File: src/rtl/ceff_buf.sv
// ceff_buf: elastic capture buffer, DEPTH-entry circular store
// with valid/ready on both sides and optional hold-last output.
module ceff_buf #(
  parameter int SIZE  = 1,
  parameter int DEPTH = 2,
  parameter int HOLD  = 0
) (
  input  logic                         clk,
  input  logic                         reset,
  input  logic                         flush_i,
  input  logic                         valid_i,
  output logic                         ready_o,
  input  logic [SIZE-1:0]              data_i,
  output logic                         valid_o,
  input  logic                         ready_i,
  output logic [SIZE-1:0]              data_o,
  output logic [$clog2(DEPTH+1)-1:0]   count_o,
  output logic                         full_o,
  output logic                         empty_o
);

  localparam int CW = $clog2(DEPTH+1);
  localparam int PW = (DEPTH > 1) ? $clog2(DEPTH) : 1;

  logic [SIZE-1:0] r_mem [DEPTH];
  logic [PW-1:0]   r_wr;
  logic [PW-1:0]   r_rd;
  logic [CW-1:0]   r_cnt;
  logic [SIZE-1:0] r_last;

  logic            w_full;
  logic            w_empty;
  logic            w_push;
  logic            w_pop;
  logic [PW-1:0]   w_wr_nx;
  logic [PW-1:0]   w_rd_nx;
  logic [SIZE-1:0] w_head;

  assign w_full  = (r_cnt == CW'(DEPTH));
  assign w_empty = (r_cnt == '0);
  assign w_push  = valid_i & ~w_full;
  assign w_pop   = ready_i & ~w_empty;
  assign w_head  = r_mem[r_rd];

  // Explicit wrap so non-power-of-two depths work.
  assign w_wr_nx = (r_wr == PW'(DEPTH-1)) ? '0 : r_wr + PW'(1);
  assign w_rd_nx = (r_rd == PW'(DEPTH-1)) ? '0 : r_rd + PW'(1);

  always_ff @(posedge clk) begin
    if (w_push && !flush_i) begin
      r_mem[r_wr] <= data_i;
    end
  end

  always_ff @(posedge clk or negedge reset) begin
    if (!reset) begin
      r_wr   <= '0;
      r_rd   <= '0;
      r_cnt  <= '0;
      r_last <= '0;
    end else if (flush_i) begin
      r_wr   <= '0;
      r_rd   <= '0;
      r_cnt  <= '0;
      r_last <= '0;
    end else begin
      if (w_push) begin
        r_wr <= w_wr_nx;
      end
      if (w_pop) begin
        r_rd <= w_rd_nx;
        if (HOLD != 0) begin
          r_last <= w_head;
        end
      end
      unique case ({w_push, w_pop})
        2'b10:   r_cnt <= r_cnt + CW'(1);
        2'b01:   r_cnt <= r_cnt - CW'(1);
        default: r_cnt <= r_cnt;
      endcase
    end
  end

  assign ready_o = ~w_full;
  assign valid_o = ~w_empty;
  assign full_o  = w_full;
  assign empty_o = w_empty;
  assign count_o = r_cnt;

  always_comb begin
    data_o = '0;
    if (!w_empty) begin
      data_o = w_head;
    end else if (HOLD != 0) begin
      data_o = r_last;
    end
  end

endmodule

File: config.mk
export PLATFORM = sky130hd
export DESIGN_NAME = ceff_buf
export DESIGN_NICKNAME = d
export VERILOG_FILES = /design/src/rtl/ceff_buf.sv
export SDC_FILE = /design/constraint.sdc
export NUM_CORES = 1
export LEC_CHECK = 0
export CAP_MARGIN = 20
export CORE_AREA = 2 2 39 41
export CTS_CLUSTER_DIAMETER = 50
export CTS_CLUSTER_SIZE = 14
export DETAILED_ROUTE_END_ITERATION = 8
export DIE_AREA = 0 0 41 43
export GPL_ROUTABILITY_DRIVEN = 0
export PLACE_DENSITY = 0.59
export SLEW_MARGIN = 0
export SYNTH_ARGS = -nofsm -noshare
export SYNTH_HDL_FRONTEND = slang
export SYNTH_SLANG_ARGS = --single-unit
export TNS_END_PERCENT = 20
File: constraint.sdc
create_clock -name clk -period 1.7 [get_ports clk]
set_input_delay 0.425 -clock clk [delete_from_list [all_inputs] [get_ports clk]]
set_output_delay 0.425 -clock clk [all_outputs]
set_load 0.01 [all_outputs]
layers.png
Bar = 10 um.
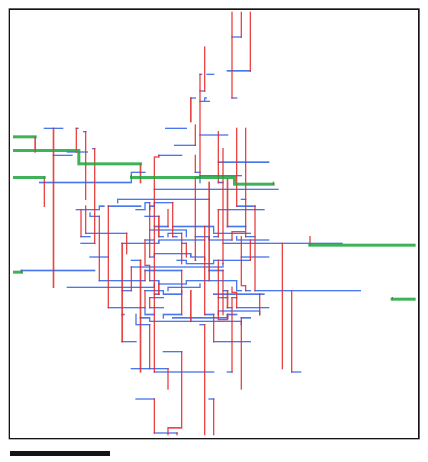
legend:
  red:
    layer: M2
    wire_length: 363 um
  green:
    layer: M3
    wire_length: 47.4 um
  blue:
    layer: M1
    wire_length: 302 um

class_map.png
Bar = 10 um. Fill, decap, tap and diode cells in gray.
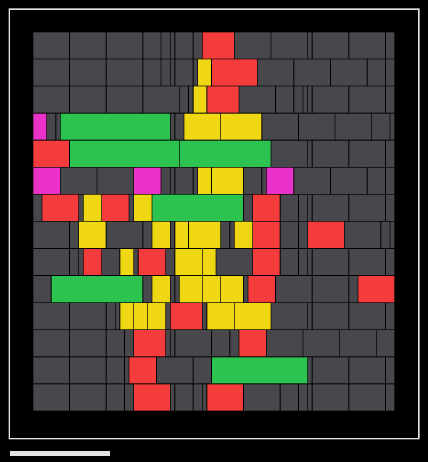
legend:
  magenta:
    class: clock drivers and dummy loads
    cells: 4
    share_of_their_area: 5.2%
  yellow:
    class: remaining logic cells
    cells: 25
    share_of_their_area: 29%
  red:
    class: remaining buffers and delay cells
    cells: 20
    share_of_their_area: 34%
  green:
    class: registers
    cells: 6
    share_of_their_area: 32%

gates.png
Bar = 10 um.
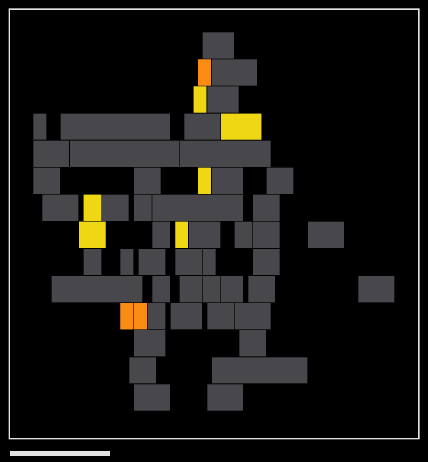
legend:
  yellow:
    family: nor cells
    cells: 6
    where: center
  orange:
    family: inv cells
    cells: 3

==> power by group through the flow <==
stage          combinational, uW  clock, uW  sequential (uW)
6_report                    83.0        147              166
5_1_grt                     92.1        159              167
3_5_place_dp                86.4          0              167
2_1_floorplan               29.1          0              169
3_3_place_gp                86.2          0              167
4_1_cts                     81.6        149              165
==> worst max-delay path by stage <==
stage,endpoint,slack [ns],depth (start not counted)
final,count_o[1],0.08,1
after global routing,count_o[1],0.02,1
after CTS,valid_o,-0.1,3
after detailed placement,count_o[1],0.02,4
after global placement,count_o[1],0.04,4
after floorplan,data_o,0.40,2
==> final cells by class <==
class,count,area (um^2)
Fill cell,143,855
Timing Repair Buffer,20,173
Clock buffer,4,26.3
Multi-Input combinational cell,22,138
Tap cell,16,20.0
Inverter,3,11.3
Sequential cell,6,161
==> state kept, by name, summed over array words and instances, names as in the netlist <==
| signal | cells |
|---|---|
| count_o | 2 |
| r_rd | 1 |
| r_wr | 1 |
| r_mem | 2 |
==> worst reg2reg max path, stage by stage, from the launching register on <==
cell and delay [ns]:
dfrtp_2 0.44, buf_4 0.15, buf_4 0.13, or4b_1 0.51
a31oi_1 0.15
==> cell usage in the layout, fill, tap and decap left out <==
| cell type | Yosys | layout |
|---|---|---|
| nand2_1 | 2 | 2 |
| buf_4 | 0 | 8 |
| inv_1 | 2 | 2 |
| nand3_1 | 1 | 1 |
| dlymetal6s2s_1 | 0 | 1 |
| nor2_4 | 0 | 1 |
| nor3_1 | 1 | 1 |
| or3_1 | 1 | 1 |
| nand3b_1 | 1 | 1 |
| o21ai_0 | 3 | 3 |
| dlygate4sd2_1 | 0 | 4 |
| inv_2 | 1 | 1 |
| a21oi_1 | 2 | 2 |
| dfrtp_2 | 0 | 1 |
| clkbuf_1 | 0 | 1 |
| mux2i_1 | 1 | 1 |
| clkbuf_2 | 0 | 1 |
| edfxtp_1 | 2 | 2 |
| nand2b_2 | 1 | 1 |
| clkdlybuf4s50_1 | 0 | 6 |
| xor2_1 | 1 | 1 |
| nor3b_1 | 1 | 1 |
| a22oi_1 | 1 | 1 |
| or4b_1 | 1 | 1 |
| a31oi_1 | 1 | 1 |
| clkbuf_4 | 0 | 3 |
| nor2_1 | 4 | 3 |
| dfrtp_1 | 4 | 3 |
==> per-layer routing <==
layer  global-route usage, %  up-vias  part of all wire [%]  wire, um
met4                    2.00        0                     0         0
met2                    14.4        8                    51       363
met3                    6.28        0                   6.6        47
li1                        -      156                     -         -
met1                    11.2      149                    42       301
met5                       0        -                     0         0
==> metrics by stage <==
stage	hold slack, ns	total power [uW]	util (%)	area, um^2	worst slack, ns
3_5_place_dp	0.551	253	35.2	487	0.0227
4_1_cts	0.390	395	36.8	509	-0.0962
2_1_floorplan	0.129	198	-	302	0.402
3_3_place_gp	0.553	253	35.2	487	0.0358
5_1_grt	0.393	419	38.2	529	0.0226
6_report	0.394	396	38.2	529	0.0756
==> cells by family (layout without fill, tap and decap cells) <==
kind of cell	count (synthesis)	in the layout	share of synthesized area, %
flip-flops	6	6	53.1
multiplexers	1	1	3.32
AND-OR/OR-AND	7	7	12.9
XOR/XNOR	1	1	2.91
AND/OR/NAND/NOR	13	13	24.1
buffers and inverters	3	27	3.73
==> changes_impl.md <==
## Flow update

- Post-CTS Setup Inserts: 0
- Worst-path maximum fanout: 4
- Avg WL per Cell: 10.0 um
- Vias: 313
- Commonest cells in the netlist: dfrtp_1, nor2_1, o21ai_0
- Root Buffer: clkbuf_4
- Slew HR: 85.0%
- Setup crit end kind: primary output
- H-tree depth: 1
- Comb power frac: 21.0%
- Synth-to-layout area growth: 75.5%
- Fin crit share: 95.6%
- Critical path's slowest cell: clkdlybuf4s50_1
- R2r setup slk: 0.25 ns
- P_sw: 100 uW
- Clock Sinks: 6
- Cell Type Count: 19
- Final tally of setup violations: 0
- # placed instances: 65
- Synth Instances: 31
- FP Core Util: 21.8%
- Sequential share of the synthesized area: 53.1%
- Leakage: 0.000252 uW
- Hpwl dp: 514 um
- Post-synthesis async set-or-reset flop share: 66.7%
- Critical path, cell by cell: clkdlybuf4s50_1
- Status: completed
- I/O pin total: 13
- CP Launch Point: count_o[1]
- Largest net degree at the start of global routing: 7
- Cts hold-fix bufs: 0
- CTS buffer count: 3
- Max Slew Vio Count: 0
- Fmax: 0.616 GHz
- Worst R2R Path Depth: 4
- Ys flop type: dfrtp_1
- Synth area leader: dfrtp_1
- Kind of critical path: reg2out
- Synth Register Bits: 6
- Slew at the pin closest to its max-slew limit: 0.224 ns
- Net Sw Frac: 25.3%
- Cells in synth_stat.txt: 31
- Row count: 14
- CP Launch Type: register
- First-pass GRT wire length: 1120 um
- Core box area: 1380 um^2
- TritonCTS clock tree: yes
No activity file was given, so power comes from the tool's default toggle rates.
